==> config.mk <==
export PLATFORM = sky130hd
export DESIGN_NAME = pearson8_rtl
export DESIGN_NICKNAME = d
export VERILOG_FILES = /design/src/rtl/pearson8_rtl.sv
export SDC_FILE = /design/constraint.sdc
export NUM_CORES = 1
export LEC_CHECK = 0
export CAP_MARGIN = 20
export CORE_MARGIN = 5
export CORE_UTILIZATION = 25
export DETAILED_ROUTE_END_ITERATION = 8
export PLACE_DENSITY = 0.44
export SETUP_SLACK_MARGIN = 0.1
export SLEW_MARGIN = 10
export SYNTH_ARGS = -nofsm -noshare
export SYNTH_HDL_FRONTEND = slang
export SYNTH_SLANG_ARGS = --single-unit
==> constraint.sdc <==
create_clock -name clock -period 6.63 [get_ports clock]
set_input_delay 1.6575 -clock clock [delete_from_list [all_inputs] [get_ports clock]]
set_output_delay 1.6575 -clock clock [all_outputs]
set_load 0.03 [all_outputs]
I/O nets highlighted:
Scale: 4 px per um.
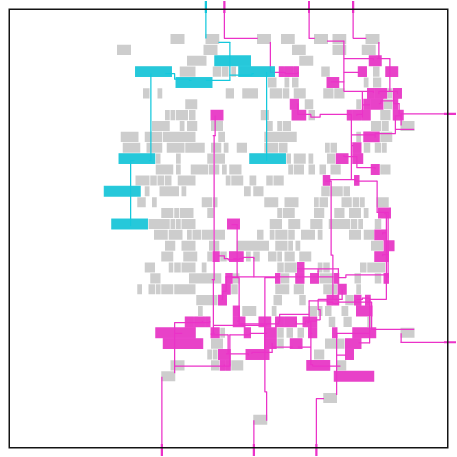
legend:
  reset:
    colour: cyan
    bits: 1
    direction: input
    end_cells: 8
    buffers: 1
    wire: 101 um
  char_in:
    colour: magenta
    bits: 8
    direction: input
    end_cells: 76
    buffers: 9
    wire: 806 um
port bufs: 19
Top Ports: 20

Clock network drawn from the DEF:
Scale: 4 px per um.
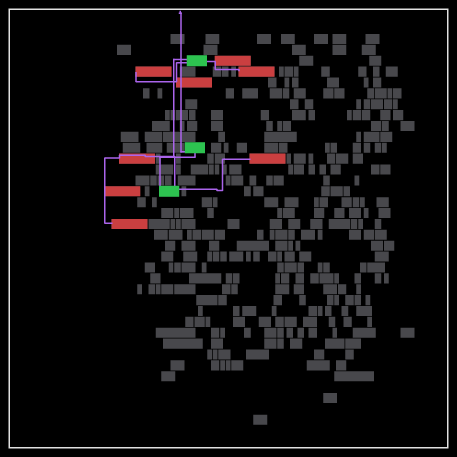
legend:
  clock wires:
    colour: purple
    length: 196 um
  clock drivers:
    colour: green
    count: 3
  flip-flops:
    colour: red
    count: 8
routed clock nets: 4
clk ins delay skew pair: 0.24 ns
clock skew: 0.009936 ns
clock share of power: 6.2%
Clk. pwr: 62.5 uW

Signal wires on met3:
Scale: 3 px per um.
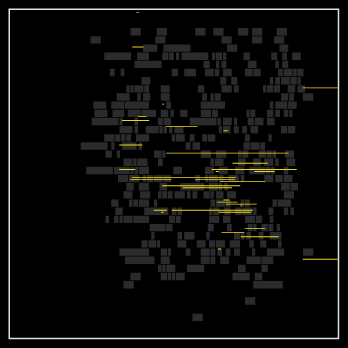
share of all routed wire: 4.2%
longest straight run: 40.5 um
nets with wire on the layer: 27
main direction: horizontal
routing usage on met3: 0.5329%
drt total wl: 8.410 mm
DR vias: 2499

==> Slide: Implementation Results <==
Implementation Results

Detailed routing
  – Pre-antenna DRT Iters: 4
  – Met2 wire len: 4.233 mm
  – Met3 Routed Length: about 350 um
  – Vias/cell: 5.456
  – 1st-iter DRT viols: 241
  – DR WL/cell: 18.36 um
  – Top Layer Used: met4
  – DR DRC count: 0
  – Final ANT Viol Nets: 0
  – WL met1: 3.679 mm

Critical path
  – CP delay by family, top: AND-OR/OR-AND gates
  – CP max-delay cell: xnor2_1
  – Crit path largest cell delay: ~0.72 ns
  – WP buf/inv: 2
  – CP Class: in2reg
  – Nature of the critical path endpoint: register
  – CP startpoint kind: input pin
  – Reg2reg path depth: 11
  – Worst path cell trace: clkdlybuf4s50_1 -> xnor2_1 -> inv_1 -> ha_1 -> nor2b_1 -> a32o_1 -> a2111oi_2 -> nor4_1 -> a2111oi_0 -> o32ai_1 -> o311a_1
  – Worst Path Max Fanout: 11
  – Arrival time worst endpoint: between 5 and 6 ns
  – FF-to-FF setup slack: 2.76 ns
  – Critical path depth in cells: 11

Final layout
  – Filler cells: 1075
  – Most frequent cells in the layout: 35 x nor2_1, 26 x o21ai_0, 23 x nand2_1
  – Seq area share: under 10%
  – Non-clock buffer share: 8.410%
  – Post-route cell area: 2708 um^2
  – Clock buf count: 3
  – Logic inverters: 13
  – Area grow syn2layout: 9.959%
  – # diodes: 0
  – Fin nets: 347
  – Clock Network Area Fraction: roughly 1.5%
  – Max reg flops: 8
  – Layout Cells excl Fill: 458
  – Logic Gate Count: 277
  – Most frequent logic cell in the layout: nor2_1
  – Biggest Area Class: multi-input combinational cells
  – Logic area: 2023 um^2
  – Flip-flops: 8
  – Share of cells above drive strength 1: 11.38%
  – Reg area: 200.2 um^2
  – Final Util: 27.96%

Timing
  – Achievable frequency: between 0.15 and 0.2 GHz
  – RSZ-0062 raised after global routing: false
  – Final worst slack: 1.336 ns
  – Setup TNS: 0 ns
  – Final Max Slew Viols: 0
  – Final critical-path required period: 5.294 ns
  – Least-Margin Pin Slew: between 0.7 and 0.8 ns
  – Slew HR: 47.31%
  – Fin crit share: around four fifths
  – Min Hold Slack: 0.6156 ns

Pwr
  – Top Consumer: combinational cells
  – Logic gate share of total power: 80.0%
  – P_comb: 809 uW
  – PD cells: 373.3 nW/um^2
  – Sequential share of power: 13.8%
  – Peak VDD IR: 94.48 uV
  – Leakage power: 0.0009394 uW
  – Total power: 1011 uW
  – Sw power: 562.2 uW
  – Internal: 448.7 uW
  – Switch share: 55.61%
  – Power Sequential: 139 uW

Logic synthesis
  – Largest area contributor in the netlist: dfrtp_1
  – Multiplexer share of the synthesized area: 11.03%
  – Top cells by area: dfrtp_1 8.1%, nor2_1 5.3%, o21ai_0 5.3%, mux2i_1 4.5%, a21oi_1 4.3%
  – Seq share, synth: a little over 8%
  – Top cell area share: 8.130%
  – Yosys xor share: between 10% and 20%
  – Commonest cells post-synth: 35 x nor2_1, 26 x o21ai_0, 23 x nand2_1, 21 x a21oi_1, 13 x clkbuf_1
  – Yosys cell count: 331
  – Synth warn: 0
  – Basic Gates by Area: a little under a quarter
  – Post-synthesis instance area: 2462 um^2
  – Chip Area, Yosys: ~2500 um^2
  – Post-synthesis async set-or-reset flop share: 100.0%
  – Ys flop type: dfrtp_1
  – Post-Synth Adder-Cell Area: under 10%
  – Cell count after synthesis: 331
  – Register bit count reported by yosys: 8
  – Post-synth EDFFs: 0
  – Syn_area_per_cell: 7.439 um^2
  – Aoi share: 33.84%

Clock tree
  – Clock Sinks: 8
  – TritonCTS buffer count: 3
  – Post-CTS setup repair buffer count: 0
  – Hold Buf Count CTS: 0
  – Deepest level of the CTS H-tree: 1
  – CTS Buffer Depth: 2
  – CTS root buf: clkbuf_8
  – Clock-pin transition on the worst setup and hold timing paths: 0.05 ns
  – Cts repair resizes: 0
  – CTS tree: built

Placement
  – Detail Placement HPWL: 6.191 mm
  – Placer Congestion: ~0.9
  – Area after DPL: around 2700 um^2
  – Pre-CTS WS: between 1 and 1.5 ns
  – Placed Cells: 455

Die
  – DIE WIDTH: approximately 110 um
  – Row count: 36
  – FP Core Util: 25.43%
  – Die ar.: 11930 um^2
  – Core area: a little under 10000 um^2
  – Num tapcells: 133
  – Chip height: ~110 um

Global routing
  – Vias in the first global route: 2540
  – GRT overflow: 0
  – Global routing usage on met2: between 20% and 30%
  – Initial antenna violation count: 0
  – First-pass GRT wire length: 13.73 mm
  – Gr busiest metal: met2
  – GRT Total Usage: 14.49%
  – Largest net degree at the start of global routing: 36

Job
  – Tool warning count: 33
  – Max Cap Violations: 0

Min path
  – Hold Crit Class: reg2reg
  – Worst hold stages: 1

Run status
  – Status: finished, final reports clean
No activity file was given, so power comes from the tool's default toggle rates.
